### src/rtl/alu_key_sequencer_if.sv
// Key-event and datapath-status bundle shared by the key decoder (master)
// and alu_key_sequencer (slave); the display mux taps the status side.
interface alu_key_sequencer_if #(
    parameter int DIGITS = 4
);
    localparam int W = 4 * DIGITS;

    logic         key_valid;
    logic [3:0]   key_code;
    logic [W-1:0] op_a;
    logic [W-1:0] op_b;
    logic [W-1:0] result;
    logic         result_neg;
    logic         overflow;
    logic         busy;
    logic         done;
    logic [1:0]   disp_sel;

    modport master (
        output key_valid, key_code,
        input  op_a, op_b, result, result_neg, overflow, busy, done, disp_sel
    );

    modport slave (
        input  key_valid, key_code,
        output op_a, op_b, result, result_neg, overflow, busy, done, disp_sel
    );
endinterface

### src/rtl/alu_key_sequencer.sv
// Keypad-driven BCD calculator sequencer: operand entry, digit-serial add/subtract, display select.
// Optional macro ALU_CHAIN_EN: '+'/'-' in SHOW reuses the result as the next operand A.
//
//  state   | meaning
//  ENTER_A | collecting operand A digits
//  OP_WAIT | operator latched, waiting for first B digit
//  ENTER_B | collecting operand B digits, '=' starts the calculation
//  CALC    | one BCD digit per cycle, LSD first (second pass for negative results)
//  SHOW    | result displayed, done pulsed on entry
module alu_key_sequencer #(
    parameter int DIGITS = 4
) (
    input logic                clk,
    input logic                reset,
    alu_key_sequencer_if.slave bus
);
    localparam int W  = 4 * DIGITS;
    localparam int IW = (DIGITS > 1) ? $clog2(DIGITS) : 1;

    typedef enum logic [2:0] {
        ENTER_A,
        OP_WAIT,
        ENTER_B,
        CALC,
        SHOW
    } state_t;

    state_t        state_q, state_d;
    logic [W-1:0]  op_a_q, op_a_d;
    logic [W-1:0]  op_b_q, op_b_d;
    logic [W-1:0]  result_q, result_d;
    logic          neg_q, neg_d;
    logic          ovf_q, ovf_d;
    logic          busy_q, busy_d;
    logic          done_q, done_d;
    logic [1:0]    disp_sel_q, disp_sel_d;
    logic          sub_q, sub_d;
    logic          a_ent_q, a_ent_d;
    logic          pass2_q, pass2_d;
    logic          cy_q, cy_d;
    logic [IW-1:0] idx_q, idx_d;

    logic          key_digit, key_op, key_eq, key_clr, key_sub;
    logic          a_full, b_full, last_digit;
    logic [W-1:0]  a_sh, b_sh;
    logic [3:0]    dig_a, dig_b, res_dig;
    logic [4:0]    add_s, sub_s;
    logic          cout;

    assign key_digit  = bus.key_valid && (bus.key_code <= 4'd9);
    assign key_op     = bus.key_valid && (bus.key_code == 4'b1010 || bus.key_code == 4'b1011);
    assign key_eq     = bus.key_valid && (bus.key_code == 4'b1100);
    assign key_clr    = bus.key_valid && (bus.key_code == 4'b1111);
    assign key_sub    = bus.key_code[0];
    assign a_full     = (op_a_q[W-1 -: 4] != 4'd0);
    assign b_full     = (op_b_q[W-1 -: 4] != 4'd0);
    assign last_digit = (idx_q == IW'(DIGITS - 1));

    // Pass 2 reuses the subtractor as 0 - pass1, i.e. the ten's complement.
    always_comb begin
        a_sh    = op_a_q >> (4 * idx_q);
        b_sh    = op_b_q >> (4 * idx_q);
        dig_a   = pass2_q ? 4'd0 : a_sh[3:0];
        dig_b   = pass2_q ? result_q[3:0] : b_sh[3:0];
        add_s   = {1'b0, dig_a} + {1'b0, dig_b} + {4'd0, cy_q};
        sub_s   = {1'b0, dig_a} - {1'b0, dig_b} - {4'd0, cy_q};
        res_dig = 4'd0;
        cout    = 1'b0;
        if (sub_q) begin
            cout    = sub_s[4];
            res_dig = cout ? (sub_s[3:0] + 4'd10) : sub_s[3:0];
        end else begin
            cout    = (add_s > 5'd9);
            res_dig = cout ? (add_s[3:0] + 4'd6) : add_s[3:0];
        end
    end

    always_comb begin
        state_d    = state_q;
        op_a_d     = op_a_q;
        op_b_d     = op_b_q;
        result_d   = result_q;
        neg_d      = neg_q;
        ovf_d      = ovf_q;
        busy_d     = busy_q;
        done_d     = 1'b0;
        disp_sel_d = disp_sel_q;
        sub_d      = sub_q;
        a_ent_d    = a_ent_q;
        pass2_d    = pass2_q;
        cy_d       = cy_q;
        idx_d      = idx_q;

        case (state_q)
            ENTER_A: begin
                if (key_digit) begin
                    if (!a_full) op_a_d = {op_a_q[W-5:0], bus.key_code};
                    a_ent_d    = 1'b1;
                    disp_sel_d = 2'd1;
                end else if (key_op && a_ent_q) begin
                    sub_d   = key_sub;
                    state_d = OP_WAIT;
                end
            end
            OP_WAIT: begin
                if (key_digit) begin
                    op_b_d     = {{(W-4){1'b0}}, bus.key_code};
                    disp_sel_d = 2'd2;
                    state_d    = ENTER_B;
                end else if (key_op) begin
                    sub_d = key_sub;
                end
            end
            ENTER_B: begin
                if (key_digit) begin
                    if (!b_full) op_b_d = {op_b_q[W-5:0], bus.key_code};
                end else if (key_eq) begin
                    busy_d  = 1'b1;
                    idx_d   = '0;
                    cy_d    = 1'b0;
                    pass2_d = 1'b0;
                    state_d = CALC;
                end
            end
            CALC: begin
                result_d = {res_dig, result_q[W-1:4]};
                cy_d     = cout;
                idx_d    = idx_q + IW'(1);
                if (last_digit) begin
                    idx_d = '0;
                    if (sub_q && !pass2_q && cout) begin
                        pass2_d = 1'b1;
                        cy_d    = 1'b0;
                    end else begin
                        if (!sub_q) ovf_d = cout;
                        neg_d      = pass2_q;
                        pass2_d    = 1'b0;
                        busy_d     = 1'b0;
                        done_d     = 1'b1;
                        disp_sel_d = 2'd3;
                        state_d    = SHOW;
                    end
                end
            end
            SHOW: begin
                if (key_digit) begin
                    op_a_d     = {{(W-4){1'b0}}, bus.key_code};
                    op_b_d     = '0;
                    result_d   = '0;
                    neg_d      = 1'b0;
                    ovf_d      = 1'b0;
                    sub_d      = 1'b0;
                    a_ent_d    = 1'b1;
                    disp_sel_d = 2'd1;
                    state_d    = ENTER_A;
                end else if (key_op) begin
`ifdef ALU_CHAIN_EN
                    if (!neg_q && !ovf_q) begin
                        op_a_d     = result_q;
                        op_b_d     = '0;
                        sub_d      = key_sub;
                        a_ent_d    = 1'b1;
                        disp_sel_d = 2'd1;
                        state_d    = OP_WAIT;
                    end
`endif
                end
            end
            default: state_d = ENTER_A;
        endcase

        // Clear wins over everything, including an in-flight calculation.
        if (key_clr) begin
            state_d    = ENTER_A;
            op_a_d     = '0;
            op_b_d     = '0;
            result_d   = '0;
            neg_d      = 1'b0;
            ovf_d      = 1'b0;
            busy_d     = 1'b0;
            done_d     = 1'b0;
            disp_sel_d = 2'd0;
            sub_d      = 1'b0;
            a_ent_d    = 1'b0;
            pass2_d    = 1'b0;
            cy_d       = 1'b0;
            idx_d      = '0;
        end
    end

    always_ff @(posedge clk or negedge reset) begin
        if (!reset) begin
            state_q    <= ENTER_A;
            op_a_q     <= '0;
            op_b_q     <= '0;
            result_q   <= '0;
            neg_q      <= 1'b0;
            ovf_q      <= 1'b0;
            busy_q     <= 1'b0;
            done_q     <= 1'b0;
            disp_sel_q <= 2'd0;
            sub_q      <= 1'b0;
            a_ent_q    <= 1'b0;
            pass2_q    <= 1'b0;
            cy_q       <= 1'b0;
            idx_q      <= '0;
        end else begin
            state_q    <= state_d;
            op_a_q     <= op_a_d;
            op_b_q     <= op_b_d;
            result_q   <= result_d;
            neg_q      <= neg_d;
            ovf_q      <= ovf_d;
            busy_q     <= busy_d;
            done_q     <= done_d;
            disp_sel_q <= disp_sel_d;
            sub_q      <= sub_d;
            a_ent_q    <= a_ent_d;
            pass2_q    <= pass2_d;
            cy_q       <= cy_d;
            idx_q      <= idx_d;
        end
    end

    assign bus.op_a       = op_a_q;
    assign bus.op_b       = op_b_q;
    assign bus.result     = result_q;
    assign bus.result_neg = neg_q;
    assign bus.overflow   = ovf_q;
    assign bus.busy       = busy_q;
    assign bus.done       = done_q;
    assign bus.disp_sel   = disp_sel_q;
endmodule

### src/flat_wrapper.sv
// flat-port wrapper written by rule: the top's interface ports become plain ports
module alu_key_sequencer_flat 
#(
    parameter int DIGITS = 4
)
  (clk, reset, bus_key_valid, bus_key_code, bus_op_a, bus_op_b, bus_result, bus_result_neg, bus_overflow, bus_busy, bus_done, bus_disp_sel);
  alu_key_sequencer_if #(.DIGITS(DIGITS)) bus_i ();
  input logic clk;
  input logic reset;
  input wire logic [$bits(bus_i.key_valid)-1:0] bus_key_valid;
  input wire logic [$bits(bus_i.key_code)-1:0] bus_key_code;
  output wire logic [$bits(bus_i.op_a)-1:0] bus_op_a;
  output wire logic [$bits(bus_i.op_b)-1:0] bus_op_b;
  output wire logic [$bits(bus_i.result)-1:0] bus_result;
  output wire logic [$bits(bus_i.result_neg)-1:0] bus_result_neg;
  output wire logic [$bits(bus_i.overflow)-1:0] bus_overflow;
  output wire logic [$bits(bus_i.busy)-1:0] bus_busy;
  output wire logic [$bits(bus_i.done)-1:0] bus_done;
  output wire logic [$bits(bus_i.disp_sel)-1:0] bus_disp_sel;
  assign bus_i.key_valid = bus_key_valid;
  assign bus_i.key_code = bus_key_code;
  assign bus_op_a = bus_i.op_a;
  assign bus_op_b = bus_i.op_b;
  assign bus_result = bus_i.result;
  assign bus_result_neg = bus_i.result_neg;
  assign bus_overflow = bus_i.overflow;
  assign bus_busy = bus_i.busy;
  assign bus_done = bus_i.done;
  assign bus_disp_sel = bus_i.disp_sel;
  alu_key_sequencer #(.DIGITS(DIGITS)) u_core (.clk(clk), .reset(reset), .bus(bus_i));
endmodule
### config.mk
export PLATFORM = sky130hd
export DESIGN_NAME = alu_key_sequencer_flat
export DESIGN_NICKNAME = d
export VERILOG_FILES = /design/src/rtl/alu_key_sequencer_if.sv /design/src/rtl/alu_key_sequencer.sv /design/src/flat_wrapper.sv
export SDC_FILE = /design/constraint.sdc
export NUM_CORES = 1
export LEC_CHECK = 0
export CORE_UTILIZATION = 35
export DETAILED_ROUTE_END_ITERATION = 7
export PLACE_DENSITY = 0.67
export SLEW_MARGIN = 20
export SYNTH_ARGS = -nofsm -noshare
export SYNTH_HDL_FRONTEND = slang
export SYNTH_SLANG_ARGS = --single-unit
### constraint.sdc
create_clock -name clk -period 9.3 [get_ports clk]
set_input_delay 2.79 -clock clk [delete_from_list [all_inputs] [get_ports clk]]
set_output_delay 2.79 -clock clk [all_outputs]
set_load 0.03 [all_outputs]
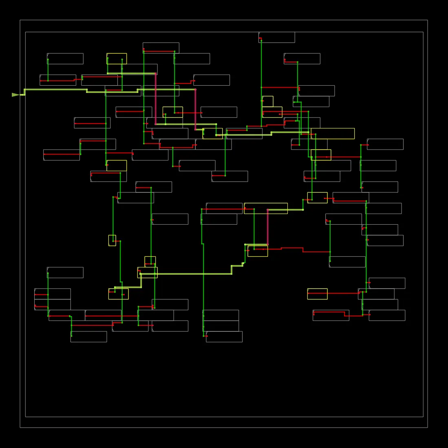
(clock nets)
flop count: 63
Worst Skew: 0.00841 ns
Worst-Skew Late Latency: 0.34 ns
Num CTS Buffers: 9

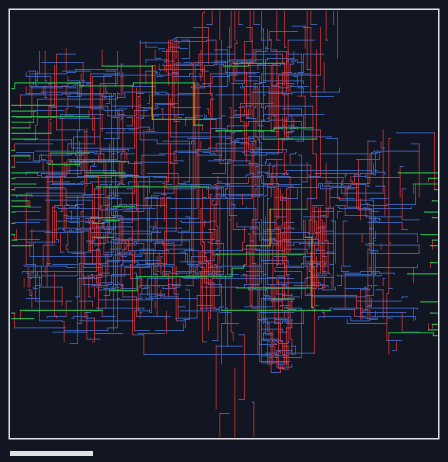
(signal wires by layer)
Scale bar: 20 um.
Key: M4 = orange [wire length 49.0 um]; M3 = green [wire length 547 um]; M2 = red [wire length 4580 um]; M1 = blue [wire length 4030 um]

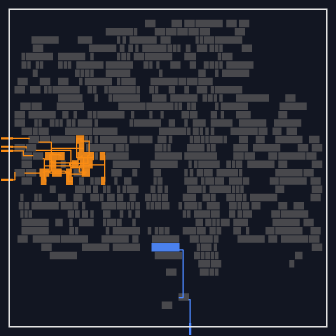
(port wiring)
Key: `bus_key_code` = orange [bits 4, direction input, edge left, end cells 20, buffers 4, wire 197 um]; `bus_done` = blue [bits 1, direction output, edge bottom, end cells 1, buffers 1, wire 27.2 um]

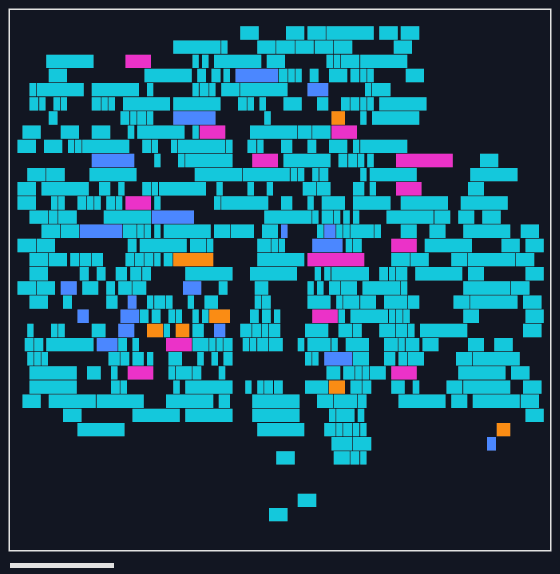
(sizing map)
Scale bar: 20 um.
Key: x1 and smaller = cyan [cells 412, share 91%]; x6 and larger = magenta [cells 13, share 2.9%]; x2 = blue [cells 19, share 4.2%]; x3 and x4 = orange [cells 7, share 1.6%]

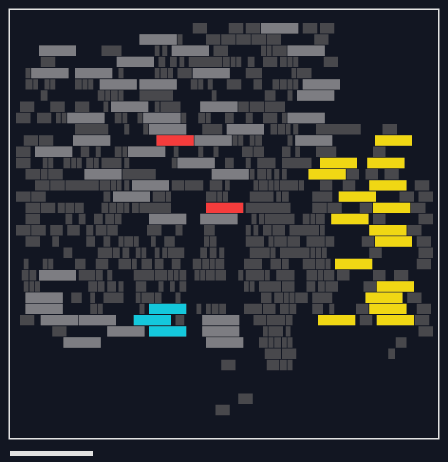
(sequential cells grouped by signal name)
Scale bar: 20 um. Other sequential cells in the stronger grey, the rest of the logic in the fainter grey.
Key: `u_core.bus.result` = yellow [placed flops 16, where right middle]; `u_core.state_q` = cyan [placed flops 3]; `u_core.idx_q` = red [placed flops 2]
Another 42 sequential cells are not coloured.

[cells in the mapped netlist, drive strengths merged, types with 3 or more instances]
library cell	number
nand2b	7
and3	4
or2	4
a21oi	12
ha	10
nand2	90
a22o	18
fa	4
inv	19
o21ai	13
o21a	5
a211oi	3
buf	17
mux4	5
xnor2	3
dfrtp	63
o31ai	4
a31oi	3
nor2	27
nor3	4
clkbuf	3
mux2i	5
and2	4
nand3	34
[worst min path at each step]
stage                                        to  slack, ns             startpoint  depth (start not counted)
after global routing             u_core.a_ent_q       0.54         u_core.a_ent_q                          1
after detailed placement     u_core.bus.op_a[8]       0.51     u_core.bus.op_a[8]                          2
final                        u_core.bus.op_a[8]       0.52     u_core.bus.op_a[8]                          2
after floorplan                  u_core.a_ent_q       0.46         u_core.a_ent_q                          1
after CTS                    u_core.bus.op_a[8]       0.52     u_core.bus.op_a[8]                          2
after global placement    u_core.bus.result[14]       0.50  u_core.bus.result[14]                          2
[worst max-delay path, delay by kind of cell]
family,cells,cell delay (ns)
buffers and inverters,1,0.54
AND/OR/NAND/NOR,3,1.56
AND-OR/OR-AND,2,0.52
[sequential cells by signal, summed over array words and instances, names as in the netlist]
signal and flops:
u_core.state_q 3, u_core.idx_q 2, u_core.sub_q 1, u_core.cy_q 1
u_core.bus.result 16, u_core.bus.result_neg 1, u_core.pass2_q 1, u_core.bus.done 1
u_core.bus.overflow 1, u_core.a_ent_q 1, u_core.bus.busy 1, u_core.bus.disp_sel 2
u_core.bus.op_a 16, u_core.bus.op_b 16
[through the flow]
stage	hold WS, ns	utilization, %	area [um^2]	instances
global placement	0.505	43.2	4280	568
CTS	0.521	45.5	4510	584
finish	0.522	45.5	4510	584
detailed placement	0.505	43.2	4280	568
global route	0.545	45.5	4510	584
floorplan	0.464	-	3620	394
[kinds of logic after synthesis]
logic type	after synthesis	share of synthesized area, %
AND/OR/NAND/NOR	185	23.3
AND-OR/OR-AND	77	16.4
flip-flops	63	43.6
buffers and inverters	39	5.08
adder cells (fa/ha/maj)	14	5.67
multiplexers	11	4.80
XOR/XNOR	5	1.21
[final cells by class]
cell class,count,area [um^2],share of cell area (%)
multi-input cells,292,1860,41.2
flip-flops and latches,63,1580,35.0
repair buffers,61,603,13.4
well taps,133,166,3.69
clock buffers,11,151,3.36
clock inverters,5,80.1,1.78
inverters,19,71.3,1.58
[metal layers]
metal / vias up / part of all wire (%) / wire [um] / track usage, %
met5: - / 0 / 0 / 0
met4: 0 / 0.52 / 48 / 4.18
met3: 9 / 5.9 / 546 / 4.03
met2: 94 / 50 / 4580 / 30.7
met1: 1554 / 44 / 4030 / 24.0
li1: 1485 / - / - / -
==> flow_summary.yaml <==
# synthesis and place-and-route metrics
yosys:
  post-synth-top-area-cell: "dfrtp_1"
  synth_cells: 394
  yosysChipArea_um2: 3620
  syn_area_um2: 3620
  ys_ff: 63
  yosysSeqAreaShare_pct: 43.6
  synth.area.top_cells: "dfrtp_1, nand2_1, nand3_1, a22o_1, ha_1"
  yosys_warnings: 0
  ys_async_sr_fraction_pct: 100
  fp_nets: 415
  ys_types: 63
  synth_top_area_share_pct: 43.6
  yosys_cells: 394
  avgSynthCellArea_um2: 9.19
  edf_count: 0
  ys.flop_type: "dfrtp_1"
clock_network:
  htreeDepth: 3
  hold_buffers: 0
  clkSinkCount: 63
  cts_resized: 0
  cts_tree: "done"
  clk_path_buf_depth: 2
  cts-root-buf: "clkbuf_8"
  path_clk_slew_ns: 0.07
  post_cts_buffers: 0
setup_path:
  worstSetupStartpoint: "bus_key_code[3]"
  crit_chain: "clkdlybuf4s50_1 -> and3_1 -> nand3_1 -> o21ai_0 -> nor2_1 -> a221o_1"
  ff2ff_path_depth: 12
  cp-end-kind: "register"
  cp_data_required_time_ns: 9.58
  arrival_ns: 5.42
  path_max_fanout: 17
  setup.worst_path.end: "u_core.bus.result[13]"
  r2r_setup_slack_ns: 5.37
  regToRegStartpoint: "u_core.idx_q[0]"
  reg2reg_to: "u_core.cy_q"
  max_stage_delay_ns: 0.87
  setup.worst_path.start_class: "primary input"
  critical_path.slowest_cell: "nor2_1"
  criticalPathCategory: "primary input to register"
timing:
  tns_ns: 0
  worst_pin_slew_ns: 1.09
  relSlewSlack_pct: 26.9
  rsz0062_at_grt: "false"
  slew_violations: 0
  setup_violations: 0
  finalWorstSetupSlack_ns: 4.16
  post-route-period-util_pct: 55.2
  hold_viol_final: 0
  period_needed_ns: 5.14
  timing.fmax_mhz: 195
cells_and_area:
  lay_top_cells: "nand2_1, dfrtp_1, clkdlybuf4s50_1"
  lay_top_count: "nand2_1"
  n_antenna_cell: 0
  fillers: 986
  drive_gt1_share_pct: 8.65
  area_delta_synth_final_pct: 24.5
  nNetsFinal: 467
run_status:
  status: "finished, final reports clean"
route:
  num_vias: 3142
  drt_pass1_iterations: 4
  drc: 0
  drtIter0Drc: 149
  post_drt_wl_per_cell_um: 15.8
  routed_wl_um: 9210
  ant_nets: 0
  viasPerCell: 5.38
floorplanning:
  die_y_um: 104
  core-area_um2: 9910
  rows: 36
  die-area_um2: 10800
  design.portCount: 61
  initCoreUtil_pct: 36.5
  die_x_um: 104
place:
  place_hpwl_um: 6560
  pre_cts_slack_ns: 3.86
  port_buffers: 60
  gp_congestion: 0.950
min_path:
  hold_class: "register to register"
grt:
  grt_use_total_pct: 18.3
  grt_pass1_wl_um: 15600
  grt_start_max_net_pins: 64
  grt_pass1_vias: 3008
  antenna_found_initial: 0
  overflow: 0
run:
  cap_violations: 0
  warnings: 29
